===== src/rtl/muller_c_bank_formal.sv =====
// Bank of 2-input Muller C-elements plus a tree C-element, a sticky self-check and a cover strobe.
// All outputs registered: io_in -> c_out is 1 clock, io_in -> c_all/cover_hit is 2 clocks.
module muller_c_bank_formal #(
  parameter int   NUM_PAIRS = 3,
  parameter logic RESET_VAL = 1'b0
) (
  input  logic                   wb_clk_i,
  input  logic                   wb_rst_i,
  input  logic [2*NUM_PAIRS-1:0] io_in,
  output logic [NUM_PAIRS-1:0]   c_out,
  output logic                   c_all,
  output logic                   err,
  output logic                   cover_hit
);

  logic [NUM_PAIRS-1:0] a;
  logic [NUM_PAIRS-1:0] b;
  logic [NUM_PAIRS-1:0] c_next;
  logic                 all_next;

  // Shadow state for the self-check: inputs and outputs as seen at the previous edge.
  logic [NUM_PAIRS-1:0] dis_q;
  logic [NUM_PAIRS-1:0] c_prev;
  logic                 all_prev;
  logic                 c_bad;
  logic                 all_bad;

  always_comb begin
    a = '0;
    b = '0;
    for (int k = 0; k < NUM_PAIRS; k++) begin
      a[k] = io_in[2*k];
      b[k] = io_in[2*k+1];
    end
  end

  // Agreeing inputs force the state; disagreeing inputs keep it.
  assign c_next   = (a & b) | (c_out & (a ^ b));
  assign all_next = (&c_out) | (c_all & (|c_out));

  // An element may only move if the inputs that moved it agreed; the tree may only
  // move if the element outputs it sampled were unanimous.
  assign c_bad   = |((c_out ^ c_prev) & dis_q);
  assign all_bad = (c_all ^ all_prev) & ~((&c_prev) | ~(|c_prev));

  always_ff @(posedge wb_clk_i or posedge wb_rst_i) begin
    if (wb_rst_i) begin
      c_out     <= {NUM_PAIRS{RESET_VAL}};
      c_all     <= RESET_VAL;
      err       <= 1'b0;
      cover_hit <= 1'b0;
      dis_q     <= '0;
      c_prev    <= {NUM_PAIRS{RESET_VAL}};
      all_prev  <= RESET_VAL;
    end else begin
      c_out     <= c_next;
      c_all     <= all_next;
      cover_hit <= all_next & ~c_all;
      err       <= err | c_bad | all_bad;
      dis_q     <= a ^ b;
      c_prev    <= c_out;
      all_prev  <= c_all;
    end
  end

endmodule


===== config.mk =====
export PLATFORM = sky130hd
export DESIGN_NAME = muller_c_bank_formal
export DESIGN_NICKNAME = d
export VERILOG_FILES = /design/src/rtl/muller_c_bank_formal.sv
export SDC_FILE = /design/constraint.sdc
export NUM_CORES = 1
export LEC_CHECK = 0
export CAP_MARGIN = 20
export CORE_UTILIZATION = 35
export CTS_CLUSTER_SIZE = 14
export DETAILED_ROUTE_END_ITERATION = 16
export PLACE_DENSITY_LB_ADDON = 0.25
export SLEW_MARGIN = 20
export SYNTH_ARGS = -nofsm -noshare
export SYNTH_HDL_FRONTEND = slang
export SYNTH_SLANG_ARGS = --single-unit

===== constraint.sdc =====
create_clock -name wb_clk_i -period 1.16 [get_ports wb_clk_i]
set_input_delay 0.29 -clock wb_clk_i [delete_from_list [all_inputs] [get_ports wb_clk_i]]
set_output_delay 0.29 -clock wb_clk_i [all_outputs]
set_load 0.05 [all_outputs]

### Ports around the boundary, run 1

Scale: 12 px per um. Pins as bars across the die edge, other pins in gray.
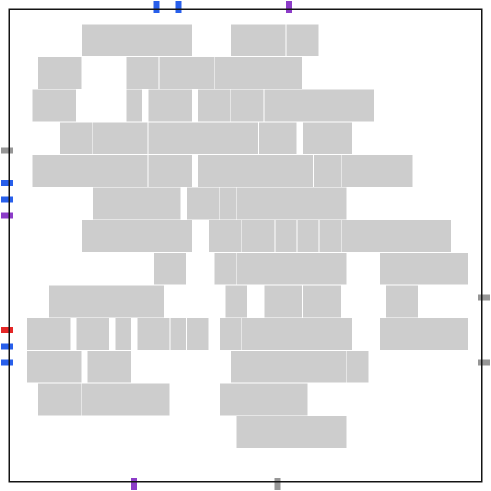
[wb_rst_i] red | pins: 1 | direction: input | edge: left
[c_out] purple | pins: 3 | direction: output | edge: 1 left, 1 top, 1 bottom
[io_in] blue | pins: 6 | direction: input | edge: 4 left, 2 top
width of the die: 39.2 um
DIE HEIGHT: 39.2 um

### Placement by cell class, run 1

Scale: 10 px per um.
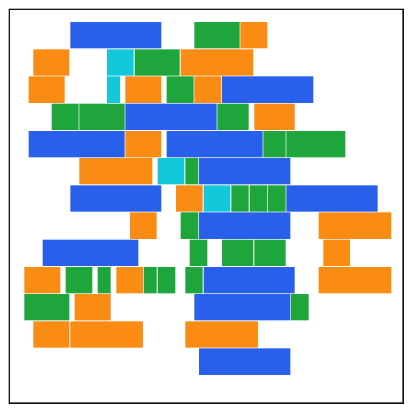
[all other logic] green | cells: 23
[flip-flops] blue | cells: 13
[clock drivers and dummy loads] cyan | cells: 4
[other buffers and delay cells] orange | cells: 20
final non-filler cell area: 795 um^2
count of standard-cell rows: 13
final cell utilization of the core: 61.1%
register share of the cell area: 41.6%
Placeable Area: 1300 um^2

### Zoomed window, run 1

Window x 7 to 32, y 0 to 25 um. Cells in gray, sequential cells in the stronger gray; small squares are vias.
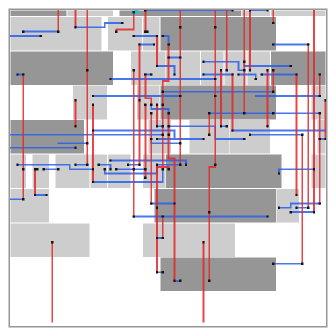
[met3] cyan
[met1] blue
[met2] red
cells with their middle in the window: 29
most frequent: dfrtp_1 (5)
netlist names of flops here include: c_prev (2)
sequential cells in the window: 7

==> results.json, run 1 <==
{
  "timing.final.setup_violations": 2,
  "floorplanUtilization_pct": 37.3,
  "cts_hold_buffers_added": 0,
  "power_share_of_the_sequential_group_pct": 45.8,
  "dr.first_iter.drc_count": 1,
  "postLayoutSetupSlackWorst_ns": -0.00767,
  "crit_family": "flip-flops",
  "violations": "setup timing",
  "grt.busiest_layer": "met2",
  "end_point_of_the_critical_path": "c_out[1]",
  "well_tap_count": 15,
  "drt-total-wl_um": 902,
  "area_growth_syn_to_layout_pct": 63.7,
  "clock_tree_area_fraction_pct": 3.31,
  "timing.max_cap.violations": 0,
  "timing_worst_setup_path_type": "reg2out",
  "run_status": "finished with violations",
  "detailed_placer_s_ending_hpwl_um": 658,
  "fin_crit_ns": 1.17,
  "detail_route.vias_per_cell": 4.75
}
### Congestion heat map, run 1

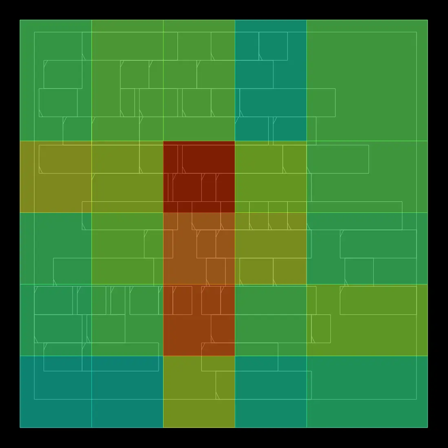

==> run 2, diff against run 1 <==
==> constraint.sdc (replaced) <==
create_clock -name wb_clk_i -period 1.16 [get_ports wb_clk_i]
set_input_delay 0.29 -clock wb_clk_i [delete_from_list [all_inputs] [get_ports wb_clk_i]]
set_output_delay 0.29 -clock wb_clk_i [all_outputs]
set_load 0.005 [all_outputs]
### Congestion heat map, run 2

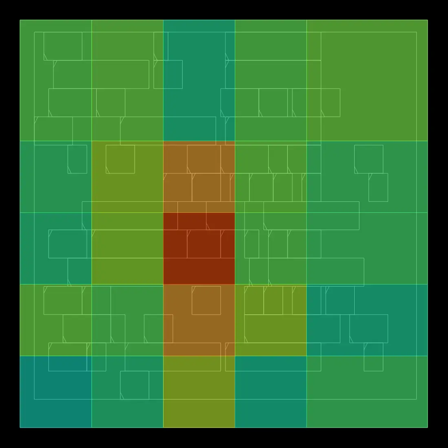
GRT met3 Usage: 5.20%
routed wirelength normalized by instance count: 10.5 um

==> results.json, run 2 <==
{
  "postLayoutCellArea_um2": 688,
  "yosys_area_um2": 485,
  "placementRows": 13,
  "synthTopCellsByCount": "13 x sky130_fd_sc_hd__dfrtp_1, 4 x sky130_fd_sc_hd__xor2_1, 3 x sky130_fd_sc_hd__a21o_1, 3 x sky130_fd_sc_hd__ha_1, 3 x sky130_fd_sc_hd__nand3_1",
  "floorplanUtilization_pct": 37.3,
  "final_core_utilization_pct": 52.9,
  "power_share_of_the_sequential_group_pct": 51.2,
  "synth.lib_cells_used.distinct": 12,
  "grt.busiest_layer": "met2",
  "well_tap_count": 15,
  "die.size.x_um": 39.2,
  "drt-total-wl_um": 786,
  "timing_worst_slew_pin_value_ns": 0.158,
  "ys_sh_mux_pct": 0,
  "adder_share_pct": 7.73,
  "grt-ovfl-total": 0,
  "timing.setup.tns_ns": 0,
  "reg2reg_depth": 4,
  "postLayoutSetupSlackWorst_ns": 0.0509,
  "timing.final.setup_violations": 0,
  "run_status": "finished, final reports clean",
  "fp.dieH_um": 39.2,
  "core_region_area_um2": 1300,
  "finalCritPeriodShare_pct": 95.6,
  "area_growth_syn_to_layout_pct": 41.8,
  "end_point_of_the_critical_path": "cover_hit",
  "timing.critical_path.slowest_cell_delay_ns": 0.36,
  "timing.max_cap.violations": 0,
  "fin_crit_ns": 1.11,
  "simple_gate_share_pct": 6.19,
  "detail_route.vias_per_cell": 4.64,
  "timing.clock.skew_ns": 0.00114,
  "num-nonclk-buffers": 20,
  "ys_seq_share_pct": 67.0,
  "wl_met1_um": 326,
  "sh_seq_area_pct": 47.3,
  "flip_flops_with_a_built_in_enable": 0,
  "setup_repair_after_global_routing_missed_its_margin": "false",
  "synth_async_sr_flop_share_pct": 100,
  "placement.setup.worst_slack_ns": -0.151,
  "timing_worst_setup_path_type": "reg2out",
  "timing.hold.worst.class": "in2async",
  "cts_hold_buffers_added": 0,
  "maxUsedRoutingLayer": "met3",
  "dr.first_iter.drc_count": 2,
  "crit_family": "flip-flops",
  "met2_wirelength_um": 424,
  "synth-main-ff-cell": "sky130_fd_sc_hd__dfrtp_1",
  "clock_tree_area_fraction_pct": 3.82
}
### Ports around the boundary, run 2

Scale: 12 px per um. Pins as bars across the die edge, other pins in gray.
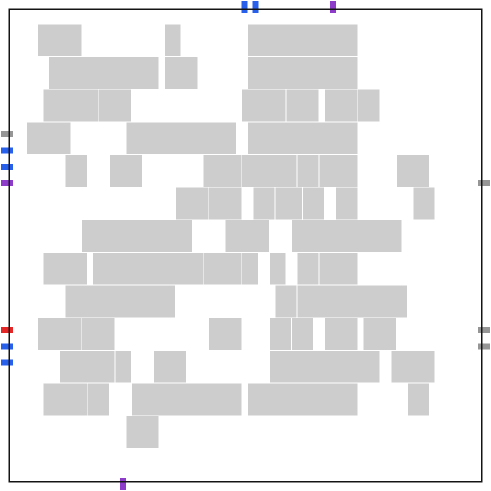
[c_out] purple | pins: 3 | direction: output | edge: 1 bottom, 1 left, 1 top
[io_in] blue | pins: 6 | direction: input | edge: 4 left, 2 top
[wb_rst_i] red | pins: 1 | direction: input | edge: left
all pins by edge: 7 left, 3 right, 3 top, 1 bottom
PortBufs: 13

### Placement by cell class, run 2

Scale: 10 px per um.
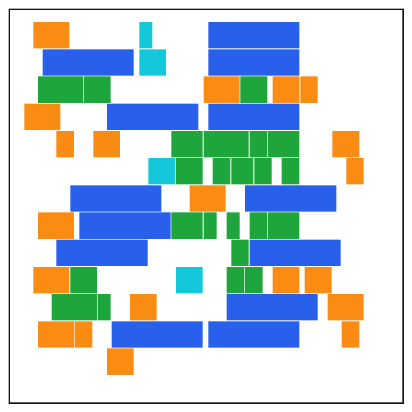

==> run 3, diff against run 2 <==
--- a/config.mk
+++ b/config.mk
@@ -6,9 +6,10 @@
 export NUM_CORES = 1
 export LEC_CHECK = 0
 export CAP_MARGIN = 20
-export CORE_UTILIZATION = 35
+export CORE_AREA = 2 2 39 41
 export CTS_CLUSTER_SIZE = 14
 export DETAILED_ROUTE_END_ITERATION = 16
+export DIE_AREA = 0 0 41 43
 export PLACE_DENSITY_LB_ADDON = 0.25
 export SLEW_MARGIN = 20
 export SYNTH_ARGS = -nofsm -noshare
### Placement by cell class, run 3

Scale: 8 px per um.
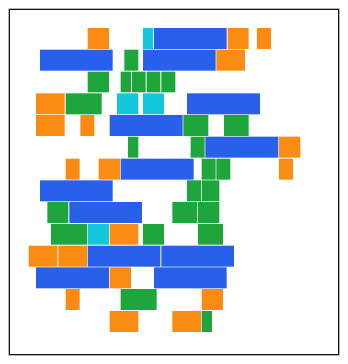
[clock drivers and dummy loads] cyan | cells: 4
[flip-flops] blue | cells: 13
[all other logic] green | cells: 23
[other buffers and delay cells] orange | cells: 19
Placeable Area: 1380 um^2
final cell utilization of the core: 49.3%
count of standard-cell rows: 14

### Ports around the boundary, run 3

Scale: 12 px per um. Pins as bars across the die edge, other pins in gray.
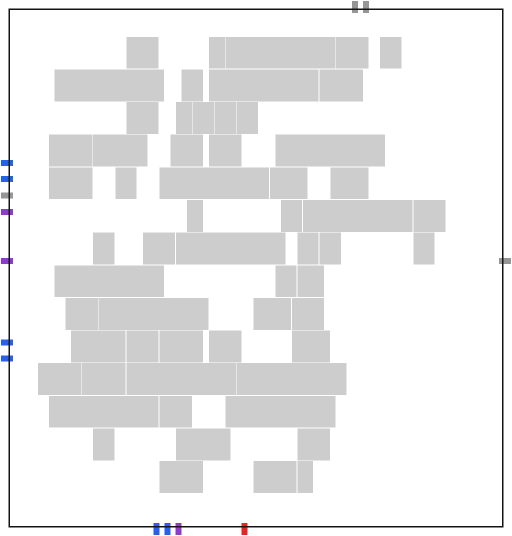
[wb_rst_i] red | pins: 1 | direction: input | edge: bottom
[io_in] blue | pins: 6 | direction: input | edge: 4 left, 2 bottom
[c_out] purple | pins: 3 | direction: output | edge: 2 left, 1 bottom
DIE HEIGHT: 43 um
width of the die: 41 um

==> results.json, run 3 <==
{
  "adder_share_pct": 7.73,
  "setup_repair_after_global_routing_missed_its_margin": "false",
  "end_point_of_the_critical_path": "cover_hit",
  "reg2reg_depth": 4,
  "postLayoutSetupSlackWorst_ns": 0.0544,
  "floorplanUtilization_pct": 35.1,
  "timing_worst_setup_path_type": "reg2out",
  "comb_power_share_pct": 22.6,
  "placement.setup.worst_slack_ns": -0.163,
  "power_share_of_the_sequential_group_pct": 52.1,
  "timing_worst_slew_pin_value_ns": 0.165,
  "timing.clock.skew_ns": 0.00214,
  "yosys_area_um2": 485,
  "timing.rr.start": "c_out[0]",
  "dr.first_iter.drc_count": 2,
  "simple_gate_share_pct": 6.19,
  "syn_area_per_cell_um2": 13.5,
  "synth_async_sr_flop_share_pct": 100,
  "flip_flops_with_a_built_in_enable": 0,
  "timing.max_cap.violations": 0,
  "area_growth_syn_to_layout_pct": 40.5,
  "run_status": "finished, final reports clean",
  "crit_family": "flip-flops",
  "grt-ovfl-total": 0,
  "ys_seq_share_pct": 67.0,
  "nMultiInputCombCells": 21,
  "grt.busiest_layer": "met2",
  "met2_wirelength_um": 370,
  "timing.critical_path.slowest_cell_delay_ns": 0.36,
  "placement.io_buffers": 13,
  "num-nonclk-buffers": 19,
  "grtUsageMet3_pct": 5.24,
  "postSynthNetCount": 47,
  "clock_tree_area_fraction_pct": 3.85,
  "ys_sh_mux_pct": 0,
  "finalCritPeriodShare_pct": 95.3,
  "timing.setup.tns_ns": 0,
  "cts_hold_buffers_added": 0,
  "timing.final.setup_violations": 0,
  "wl_met1_um": 342,
  "route.detailed.wl_per_inst_um": 10.2,
  "synth-main-ff-cell": "sky130_fd_sc_hd__dfrtp_1",
  "drt-total-wl_um": 763,
  "fin_crit_ns": 1.11,
  "synth.lib_cells_used.distinct": 12,
  "maxUsedRoutingLayer": "met4"
}

==> notes/layouts.md <==
Pictures saved along the way, in no particular order.

Logic cells by family.
(a)
Scale: 8 px per um.
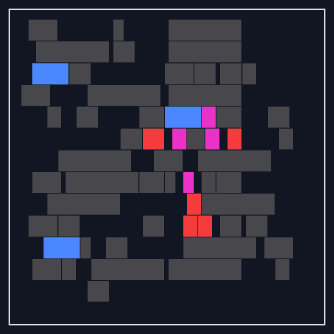
(b)
Scale: 8 px per um.
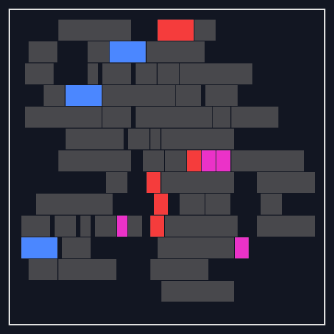
(c)
Scale: 6 px per um.
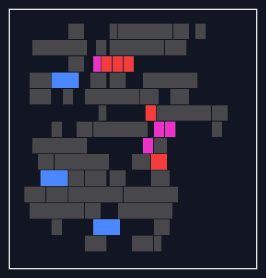
(b) comes from run 1.
(c) comes from run 3.
(a) comes from run 2.

Key to (c):
[adder and majority cells] blue | cells: 3 | most used: ha_1
[NAND gates] magenta | cells: 4 | most used: nand3_1 | where: center
[inverting AOI/OAI gates] red | cells: 5 | where: top center

